## config.mk

```make
export PLATFORM = sky130hd
export DESIGN_NAME = ascon_csr_ctl_flat
export DESIGN_NICKNAME = d
export VERILOG_FILES = /design/src/rtl/ascon_csr_ctl_if.sv /design/src/rtl/ascon_csr_ctl.sv /design/src/flat_wrapper.sv
export SDC_FILE = /design/constraint.sdc
export NUM_CORES = 2
export LEC_CHECK = 0
export ABC_CLOCK_PERIOD_IN_PS = 2800
export CAP_MARGIN = 25
export CORE_AREA = 4 4 426 428
export CTS_BUF_LIST = sky130_fd_sc_hd__clkbuf_8 sky130_fd_sc_hd__clkbuf_16
export DETAILED_ROUTE_END_ITERATION = 10
export DIE_AREA = 0 0 430 432
export GPL_TIMING_DRIVEN = 0
export PLACE_DENSITY = 0.41
export SLEW_MARGIN = 30
export SYNTH_ARGS = -nofsm -noshare
export SYNTH_HDL_FRONTEND = slang
export SYNTH_SLANG_ARGS = --single-unit
```

## constraint.sdc

```tcl
create_clock -name clk -period 2.8 [get_ports clk]
set_clock_uncertainty 0.2 [all_clocks]
set_input_delay 0.56 -clock clk [delete_from_list [all_inputs] [get_ports clk]]
set_output_delay 0.56 -clock clk [all_outputs]
set_load 0.03 [all_outputs]
```

## src/rtl/ascon_csr_ctl_if.sv

```systemverilog
// Avalon-MM slave bus bundle for the ASCON CSR front-end.
// The host side drives the request fields; the register block returns
// registered read data with a one-cycle readdatavalid strobe.
interface ascon_csr_ctl_if #(
   parameter int ADDR_W = 6
);
   logic              chipselect;
   logic              write;
   logic              read;
   logic [ADDR_W-1:0] address;
   logic [31:0]       writedata;
   logic [31:0]       readdata;
   logic              readdatavalid;

   modport master (
      output chipselect, write, read, address, writedata,
      input  readdata, readdatavalid
   );

   modport slave (
      input  chipselect, write, read, address, writedata,
      output readdata, readdatavalid
   );
endinterface

```

## src/rtl/ascon_csr_ctl.sv

```systemverilog
// Avalon-MM register front-end for the ASCON core.
// Holds key/nonce/AD/PT/expected-tag registers, sequences one core run per
// start request (IDLE -> START -> BUSY -> CAPTURE), snapshots the core result
// and tag on completion, and reports sticky W1C status plus a level interrupt.
// Configuration writes are locked out while a run is in flight, and a
// watchdog aborts a run whose done never arrives.
module ascon_csr_ctl #(
   parameter int N_BLK       = 2,
   parameter int ADDR_W      = 6,
   parameter int TIMEOUT_CYC = 4096
) (
   input  logic                 clk,
   input  logic                 rst,
   ascon_csr_ctl_if.slave       bus,
   output logic                 irq,
   output logic                 start,
   output logic [1:0]           encrypt_decrypt,
   output logic [127:0]         key,
   output logic [127:0]         nonce,
   output logic [64*N_BLK-1:0]  associated_data,
   output logic [64*N_BLK-1:0]  plaintext_in,
   output logic [127:0]         tag_in,
   input  logic [64*N_BLK-1:0]  ciphertext_out,
   input  logic [64*N_BLK-1:0]  plaintext_out,
   input  logic [127:0]         tag,
   input  logic                 done,
   input  logic                 error
);

   // Word counts and address map (word addresses).
   localparam int NW      = 2 * N_BLK;
   localparam int BW      = (NW > 1) ? $clog2(NW) : 1;
   localparam int A_CTRL  = 0;
   localparam int A_STAT  = 1;
   localparam int A_KEY   = 2;
   localparam int A_NONCE = 6;
   localparam int A_AD    = 10;
   localparam int A_PT    = 10 + NW;
   localparam int A_RES   = 10 + 2 * NW;
   localparam int A_TAG   = 10 + 3 * NW;
   localparam int A_END   = 14 + 3 * NW;

   // Watchdog counter sizing; the counter only needs to reach TIMEOUT_CYC-1.
   localparam int               CNT_W   = (TIMEOUT_CYC > 1) ? $clog2(TIMEOUT_CYC) : 1;
   localparam logic [CNT_W-1:0] CNT_ONE = CNT_W'(1);
   localparam logic [CNT_W-1:0] TO_LAST = CNT_W'(TIMEOUT_CYC - 1);

   typedef enum logic [1:0] {
      ST_IDLE    = 2'd0,
      ST_START   = 2'd1,
      ST_BUSY    = 2'd2,
      ST_CAPTURE = 2'd3
   } state_t;

   state_t           state_r, state_nx;
   logic [CNT_W-1:0] cnt_r;

   // Word-wide register storage; even word of a block is its upper half.
   logic [31:0] key_w_r   [4];
   logic [31:0] nonce_w_r [4];
   logic [31:0] tagin_w_r [4];
   logic [31:0] tagcap_w_r[4];
   logic [31:0] ad_w_r    [NW];
   logic [31:0] pt_w_r    [NW];
   logic [31:0] res_w_r   [NW];

   logic [1:0]  mode_r;
   logic        irq_en_r, irq_r, start_r, err_smp_r;
   logic        done_st_r, err_st_r, to_st_r, wrlock_st_r;
   logic [31:0] readdata_r;
   logic        readdatavalid_r;

   logic [ADDR_W-1:0] addr_s;
   logic [31:0]       addr_w_s;
   logic              wr_s, rd_s, busy_s, wr_ok_s, start_req_s;
   logic              hit_ctrl_s, hit_stat_s, hit_key_s, hit_nonce_s;
   logic              hit_ad_s, hit_pt_s, hit_res_s, hit_tag_s, lock_hit_s;
   logic [1:0]        key_idx_s, nonce_idx_s, tag_idx_s;
   logic [BW-1:0]     ad_idx_s, pt_idx_s, res_idx_s;
   logic              to_hit_s, to_fire_s, cap_s;
   logic [3:0]        clr_s;
   logic              done_nx_s, err_nx_s, to_nx_s, wrlock_nx_s, irq_en_nx_s, irq_nx_s;
   logic [31:0]       rd_data_s;
   logic [64*N_BLK-1:0] res_src_s;

   assign addr_s   = bus.address;
   assign addr_w_s = 32'(addr_s);
   assign wr_s     = bus.chipselect & bus.write;
   assign rd_s     = bus.chipselect & bus.read;
   assign busy_s   = (state_r != ST_IDLE);
   assign wr_ok_s  = wr_s & ~busy_s;

   // Region decode; low address bits minus the region base give the word index.
   assign hit_ctrl_s  = (addr_w_s == 32'(A_CTRL));
   assign hit_stat_s  = (addr_w_s == 32'(A_STAT));
   assign hit_key_s   = (addr_w_s >= 32'(A_KEY))   && (addr_w_s < 32'(A_NONCE));
   assign hit_nonce_s = (addr_w_s >= 32'(A_NONCE)) && (addr_w_s < 32'(A_AD));
   assign hit_ad_s    = (addr_w_s >= 32'(A_AD))    && (addr_w_s < 32'(A_PT));
   assign hit_pt_s    = (addr_w_s >= 32'(A_PT))    && (addr_w_s < 32'(A_RES));
   assign hit_res_s   = (addr_w_s >= 32'(A_RES))   && (addr_w_s < 32'(A_TAG));
   assign hit_tag_s   = (addr_w_s >= 32'(A_TAG))   && (addr_w_s < 32'(A_END));
   assign lock_hit_s  = hit_ctrl_s | hit_key_s | hit_nonce_s | hit_ad_s | hit_pt_s | hit_tag_s;

   assign key_idx_s   = addr_s[1:0] - 2'(A_KEY);
   assign nonce_idx_s = addr_s[1:0] - 2'(A_NONCE);
   assign tag_idx_s   = addr_s[1:0] - 2'(A_TAG);
   assign ad_idx_s    = addr_s[BW-1:0] - BW'(A_AD);
   assign pt_idx_s    = addr_s[BW-1:0] - BW'(A_PT);
   assign res_idx_s   = addr_s[BW-1:0] - BW'(A_RES);

   assign start_req_s = wr_ok_s & hit_ctrl_s & bus.writedata[0];
   assign to_hit_s    = (TIMEOUT_CYC != 0) && (cnt_r == TO_LAST);
   assign to_fire_s   = (state_r == ST_BUSY) && !done && to_hit_s;
   assign cap_s       = (state_r == ST_CAPTURE);
   assign res_src_s   = (mode_r == 2'd0) ? ciphertext_out : plaintext_out;

   // FSM state register.
   always_ff @(posedge clk) begin
      if (rst) state_r <= ST_IDLE;
      else     state_r <= state_nx;
   end

   // FSM next-state; done takes priority over the watchdog in the same cycle.
   always_comb begin
      state_nx = state_r;
      case (state_r)
         ST_IDLE: begin
            if (start_req_s) state_nx = ST_START;
            else             state_nx = ST_IDLE;
         end
         ST_START:   state_nx = ST_BUSY;
         ST_BUSY: begin
            if (done)          state_nx = ST_CAPTURE;
            else if (to_hit_s) state_nx = ST_IDLE;
            else               state_nx = ST_BUSY;
         end
         ST_CAPTURE: state_nx = ST_IDLE;
         default:    state_nx = ST_IDLE;
      endcase
   end

   // Watchdog counter: cleared in START, counts each BUSY cycle.
   always_ff @(posedge clk) begin
      if (rst)                       cnt_r <= '0;
      else if (state_r == ST_START)  cnt_r <= '0;
      else if (state_r == ST_BUSY)   cnt_r <= cnt_r + CNT_ONE;
      else                           cnt_r <= cnt_r;
   end

   // Host-writable configuration; dropped entirely while a run is in flight.
   always_ff @(posedge clk) begin
      if (rst) begin
         key_w_r   <= '{default: 32'h0};
         nonce_w_r <= '{default: 32'h0};
         tagin_w_r <= '{default: 32'h0};
         ad_w_r    <= '{default: 32'h0};
         pt_w_r    <= '{default: 32'h0};
         mode_r    <= 2'd0;
      end else if (wr_ok_s) begin
         if (hit_ctrl_s)  mode_r                 <= bus.writedata[2:1];
         if (hit_key_s)   key_w_r[key_idx_s]     <= bus.writedata;
         if (hit_nonce_s) nonce_w_r[nonce_idx_s] <= bus.writedata;
         if (hit_ad_s)    ad_w_r[ad_idx_s]       <= bus.writedata;
         if (hit_pt_s)    pt_w_r[pt_idx_s]       <= bus.writedata;
         if (hit_tag_s)   tagin_w_r[tag_idx_s]   <= bus.writedata;
      end
   end

   // Core error is only meaningful alongside done, so sample it there.
   always_ff @(posedge clk) begin
      if (rst)                               err_smp_r <= 1'b0;
      else if ((state_r == ST_BUSY) && done) err_smp_r <= error;
      else                                   err_smp_r <= err_smp_r;
   end

   // Result/tag snapshot taken once per run so reads never see live core outputs.
   always_ff @(posedge clk) begin
      if (rst) begin
         res_w_r    <= '{default: 32'h0};
         tagcap_w_r <= '{default: 32'h0};
      end else if (cap_s) begin
         for (int b = 0; b < N_BLK; b++) begin
            res_w_r[2*b]   <= res_src_s[64*b+32 +: 32];
            res_w_r[2*b+1] <= res_src_s[64*b +: 32];
         end
         for (int i = 0; i < 4; i++) begin
            tagcap_w_r[i] <= tag[32*(3-i) +: 32];
         end
      end
   end

   // Sticky status next values: W1C clear first, hardware set wins.
   always_comb begin
      if (wr_s && hit_stat_s) clr_s = bus.writedata[4:1];
      else                    clr_s = 4'h0;
      done_nx_s   = (done_st_r   & ~clr_s[0]) | cap_s;
      err_nx_s    = (err_st_r    & ~clr_s[1]) | (cap_s & err_smp_r);
      to_nx_s     = (to_st_r     & ~clr_s[2]) | to_fire_s;
      wrlock_nx_s = (wrlock_st_r & ~clr_s[3]) | (wr_s & busy_s & lock_hit_s);
      if (wr_ok_s && hit_ctrl_s) irq_en_nx_s = bus.writedata[3];
      else                       irq_en_nx_s = irq_en_r;
      irq_nx_s = irq_en_nx_s & (done_nx_s | err_nx_s | to_nx_s);
   end

   // Status, interrupt enable, interrupt and start pulse registers.
   always_ff @(posedge clk) begin
      if (rst) begin
         done_st_r   <= 1'b0;
         err_st_r    <= 1'b0;
         to_st_r     <= 1'b0;
         wrlock_st_r <= 1'b0;
         irq_en_r    <= 1'b0;
         irq_r       <= 1'b0;
         start_r     <= 1'b0;
      end else begin
         done_st_r   <= done_nx_s;
         err_st_r    <= err_nx_s;
         to_st_r     <= to_nx_s;
         wrlock_st_r <= wrlock_nx_s;
         irq_en_r    <= irq_en_nx_s;
         irq_r       <= irq_nx_s;
         start_r     <= (state_nx == ST_START);
      end
   end

   // Read mux over the current register contents.
   always_comb begin
      rd_data_s = 32'h0;
      if (hit_ctrl_s)       rd_data_s = {28'h0, irq_en_r, mode_r, 1'b0};
      else if (hit_stat_s)  rd_data_s = {27'h0, wrlock_st_r, to_st_r, err_st_r, done_st_r, busy_s};
      else if (hit_key_s)   rd_data_s = key_w_r[key_idx_s];
      else if (hit_nonce_s) rd_data_s = nonce_w_r[nonce_idx_s];
      else if (hit_ad_s)    rd_data_s = ad_w_r[ad_idx_s];
      else if (hit_pt_s)    rd_data_s = pt_w_r[pt_idx_s];
      else if (hit_res_s)   rd_data_s = res_w_r[res_idx_s];
      else if (hit_tag_s)   rd_data_s = tagcap_w_r[tag_idx_s];
      else                  rd_data_s = 32'h0;
   end

   // Registered read response, one cycle after the accepted read.
   always_ff @(posedge clk) begin
      if (rst) begin
         readdata_r      <= 32'h0;
         readdatavalid_r <= 1'b0;
      end else begin
         readdata_r      <= rd_s ? rd_data_s : readdata_r;
         readdatavalid_r <= rd_s;
      end
   end

   assign bus.readdata      = readdata_r;
   assign bus.readdatavalid = readdatavalid_r;
   assign irq               = irq_r;
   assign start             = start_r;
   assign encrypt_decrypt   = mode_r;
   assign key               = {key_w_r[0], key_w_r[1], key_w_r[2], key_w_r[3]};
   assign nonce             = {nonce_w_r[0], nonce_w_r[1], nonce_w_r[2], nonce_w_r[3]};
   assign tag_in            = {tagin_w_r[0], tagin_w_r[1], tagin_w_r[2], tagin_w_r[3]};

   for (genvar b = 0; b < N_BLK; b++) begin : g_pack
      assign associated_data[64*b +: 64] = {ad_w_r[2*b], ad_w_r[2*b+1]};
      assign plaintext_in[64*b +: 64]    = {pt_w_r[2*b], pt_w_r[2*b+1]};
   end

endmodule

```

## src/flat_wrapper.sv

```systemverilog
// flat-port wrapper written by rule: the top's interface ports become plain ports
module ascon_csr_ctl_flat 
#(
   parameter int N_BLK       = 2,
   parameter int ADDR_W      = 6,
   parameter int TIMEOUT_CYC = 4096
)
  (clk, rst, irq, start, encrypt_decrypt, key, nonce, associated_data, plaintext_in, tag_in, ciphertext_out, plaintext_out, tag, done, error, bus_chipselect, bus_write, bus_read, bus_address, bus_writedata, bus_readdata, bus_readdatavalid);
  ascon_csr_ctl_if #(.ADDR_W(ADDR_W)) bus_i ();
  input  logic clk;
  input  logic rst;
  output logic irq;
  output logic start;
  output logic [1:0] encrypt_decrypt;
  output logic [127:0] key;
  output logic [127:0] nonce;
  output logic [64*N_BLK-1:0] associated_data;
  output logic [64*N_BLK-1:0] plaintext_in;
  output logic [127:0] tag_in;
  input  logic [64*N_BLK-1:0] ciphertext_out;
  input  logic [64*N_BLK-1:0] plaintext_out;
  input  logic [127:0] tag;
  input  logic done;
  input  logic error;
  input wire logic [$bits(bus_i.chipselect)-1:0] bus_chipselect;
  input wire logic [$bits(bus_i.write)-1:0] bus_write;
  input wire logic [$bits(bus_i.read)-1:0] bus_read;
  input wire logic [$bits(bus_i.address)-1:0] bus_address;
  input wire logic [$bits(bus_i.writedata)-1:0] bus_writedata;
  output wire logic [$bits(bus_i.readdata)-1:0] bus_readdata;
  output wire logic [$bits(bus_i.readdatavalid)-1:0] bus_readdatavalid;
  assign bus_i.chipselect = bus_chipselect;
  assign bus_i.write = bus_write;
  assign bus_i.read = bus_read;
  assign bus_i.address = bus_address;
  assign bus_i.writedata = bus_writedata;
  assign bus_readdata = bus_i.readdata;
  assign bus_readdatavalid = bus_i.readdatavalid;
  ascon_csr_ctl #(.N_BLK(N_BLK), .ADDR_W(ADDR_W), .TIMEOUT_CYC(TIMEOUT_CYC)) u_core (.clk(clk), .rst(rst), .bus(bus_i), .irq(irq), .start(start), .encrypt_decrypt(encrypt_decrypt), .key(key), .nonce(nonce), .associated_data(associated_data), .plaintext_in(plaintext_in), .tag_in(tag_in), .ciphertext_out(ciphertext_out), .plaintext_out(plaintext_out), .tag(tag), .done(done), .error(error));
endmodule
```

### Supply network

Bar = 100 µm. Pins as bars on the die edge. Tap cells in gray.
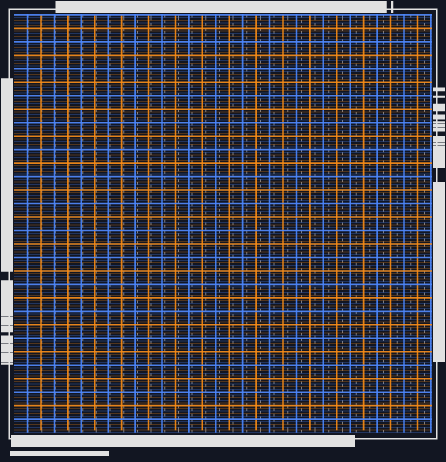
legend:
  VDD:
    color: orange
  VSS:
    color: blue
tap cells: 2355
rows: 155
met5 straps: 31

### Cell classes on the final placement

Bar = 100 µm.
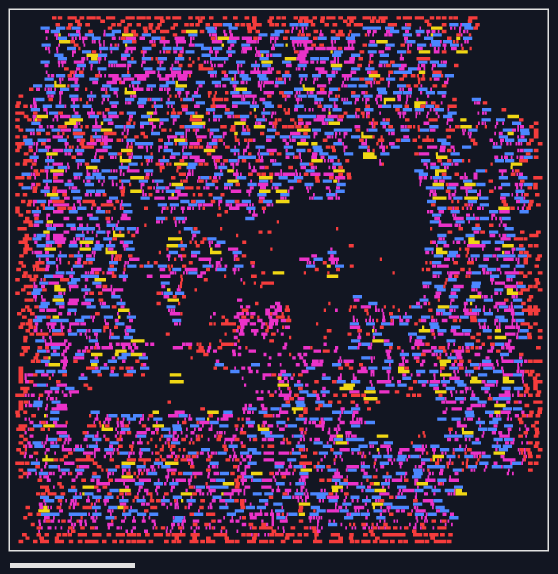
legend:
  clock drivers and dummy loads:
    color: yellow
    cells: 218
    share_of_their_area: 7.3%
  flops:
    color: blue
    cells: 953
    share_of_their_area: 34%
  combinational and other logic:
    color: magenta
    cells: 3365
    share_of_their_area: 35%
  other buffers and delay cells:
    color: red
    cells: 1603
    share_of_their_area: 24%

### Routed clock nets over the placement

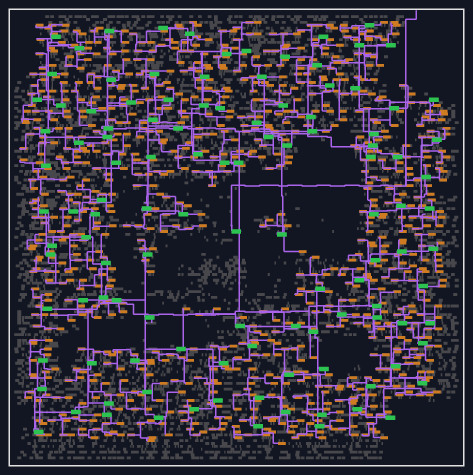
legend:
  clock wires:
    color: purple
    length: 15400 µm
  flip-flops:
    color: orange
    count: 953
  clock drivers:
    color: green
    count: 116
routed clock nets: 117
flops lie: widely spread

### Signal wires by layer

Bar = 100 µm. Two of the layers only.
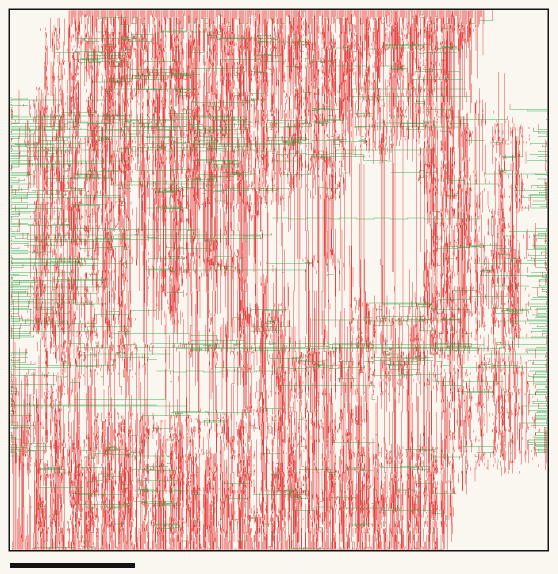
legend:
  metal 2:
    color: red
    wire_length: 138 mm
  metal 3:
    color: green
    wire_length: 17900 µm

==> impl_metrics.json <==
{
  "status": "finished with violations",
  "violations": "negative setup slack",
  "p_clk_share_pct": 50.4,
  "ant_nets": 0,
  "nets": 6469,
  "clkLatencyLatePin_ns": 0.77,
  "grt_overflow": 0,
  "route.vias.total": 42800,
  "r2r-end": "u_core.res_w_r[85]",
  "ys.warnings.count": 0,
  "hpwl_mm": 233,
  "yosysUniqueCellTypes": 59,
  "numCtsBuffers": 116,
  "wl_per_cell_um": 33.7,
  "maxCapViolCount": 0,
  "die_h_um": 432,
  "p_sw_share_pct": 25.5,
  "coreArea_um2": 178000,
  "nClkBuffers": 146,
  "grt_pass1_wl_mm": 377,
  "rrSetupSlack_ns": 0.07,
  "cts.sinks": 953,
  "powerDensity_nw_per_um2": 549,
  "ys_seq_share_pct": 47.5,
  "grt_max_degree": 17,
  "fp_util_pct": 22.6,
  "cts_tree": "built",
  "internal_power_mw": 24.3,
  "hold_end": "u_core.associated_data[58]",
  "firstDrtPassIters": 6,
  "flop_cell": "dfxtp_1",
  "use_met2_pct": 50.1,
  "syn_area_um2": 40200,
  "grt_setup_unrepaired": "true",
  "vias_per_cell": 5.03,
  "setup_violations": 3,
  "use_met3_pct": 5.62,
  "avgSynthCellArea_um2": 8.38,
  "ctsResizeCount": 213,
  "drt_iter0_markers": 4005,
  "setup_tns_ns": -0.154,
  "path_max_fanout": 11,
  "min_path_type": "input pin to flop",
  "crit_end": "u_core.bus.readdata[19]",
  "track_usage_pct": 29.6,
  "worstMarginPinSlew_ns": 1.06,
  "finalPower_mw": 32.7,
  "highest_layer": "met5",
  "holdBufCountCts": 24,
  "seq_share_pct": 32.1,
  "cts_setup_buffers": 5,
  "power.group.top": "the clock network",
  "p_seq_mw": 13.6,
  "flops": 953,
  "yosys_area_um2": 40200,
  "rr_worst_depth": 6,
  "syn_to_final_growth_pct": 48.2,
  "hold_violations": 0,
  "seq_power_share_pct": 41.7,
  "htreeDepth": 3,
  "grt_pass1_vias": 41100,
  "fill_cells": 18800,
  "synth_top_area_share_pct": 47.5,
  "hold_start": "bus_writedata[26]",
  "die_w_um": 430,
  "die_area_um2": 186000,
  "sh_comb_area_pct": 32.8,
  "yosys-top-cells-count": "1708 x nand2_1, 953 x dfxtp_1, 777 x a21oi_1",
  "drt_wl_total_mm": 287,
  "crit_type": "input pin to flop",
  "busiest_layer": "met2",
  "met1_length_mm": 114,
  "met1_usage_pct": 36.1,
  "logic_gates": 3362,
  "setup_ws_ns": -0.0762,
  "required_ns": 3.22,
  "port_buffers": 1075,
  "fmax_mhz": 348,
  "drive_gt1_share_pct": 12.4,
  "most_common_cell": "nand2_1",
  "clock_area_share_pct": 6.96,
  "pre_cts_ws_ns": -1.74,
  "start_kind": "input pin"
}
-- through the flow --
step / util, % / instances / instance area, µm²
2_1_floorplan: - / 4791 / 40200
3_3_place_gp: 30.3 / 8221 / 53900
3_5_place_dp: 30.6 / 8249 / 54500
4_1_cts: 33.4 / 8492 / 59300
5_1_grt: 33.5 / 8503 / 59500
6_report: 33.5 / 8506 / 59500
-- kinds of logic after synthesis --
| kind of cell | after synthesis | share of synthesized area, % |
|---|---|---|
| multiplexers | 197 | 10.9 |
| XOR/XNOR | 12 | 0.262 |
| AND/OR/NAND/NOR | 1943 | 18.8 |
| flip-flops | 953 | 47.5 |
| adder cells (fa/ha/maj) | 1 | 0.0312 |
| AND-OR/OR-AND | 1209 | 17.4 |
| buffers and inverters | 476 | 5.13 |
-- critical path: stages --
cell and delay (ns):
buf_2 0.19, buf_2 0.29, buf_6 0.33, buf_2 0.37, mux4_2 0.42, a22oi_2 0.65, a311oi_2 0.24, a21o_1 0.20
-- cell usage in the layout, fill, tap and decap left out, types with 9 or more instances in the layout --
master,Yosys,layout
nor2_4,4,9
o22ai_4,0,18
diode_2,0,12
clkbuf_8,0,30
clkinv_2,0,26
a22oi_2,0,14
clkbuf_2,0,84
dfxtp_1,953,951
clkdlybuf4s50_1,0,988
buf_2,131,115
dlygate4sd2_1,0,82
a21oi_1,777,776
buf_6,9,19
a311oi_1,159,156
buf_4,11,36
mux4_2,192,192
buf_16,0,14
clkbuf_4,0,9
clkbuf_1,319,222
o21ai_0,133,133
a21o_1,29,28
clkbuf_16,0,117
dlygate4sd3_1,0,24
nand2_1,1708,1706
a22oi_1,63,49
nor2_2,7,9
inv_1,3,22
bufinv_16,0,15
nor2_1,163,156
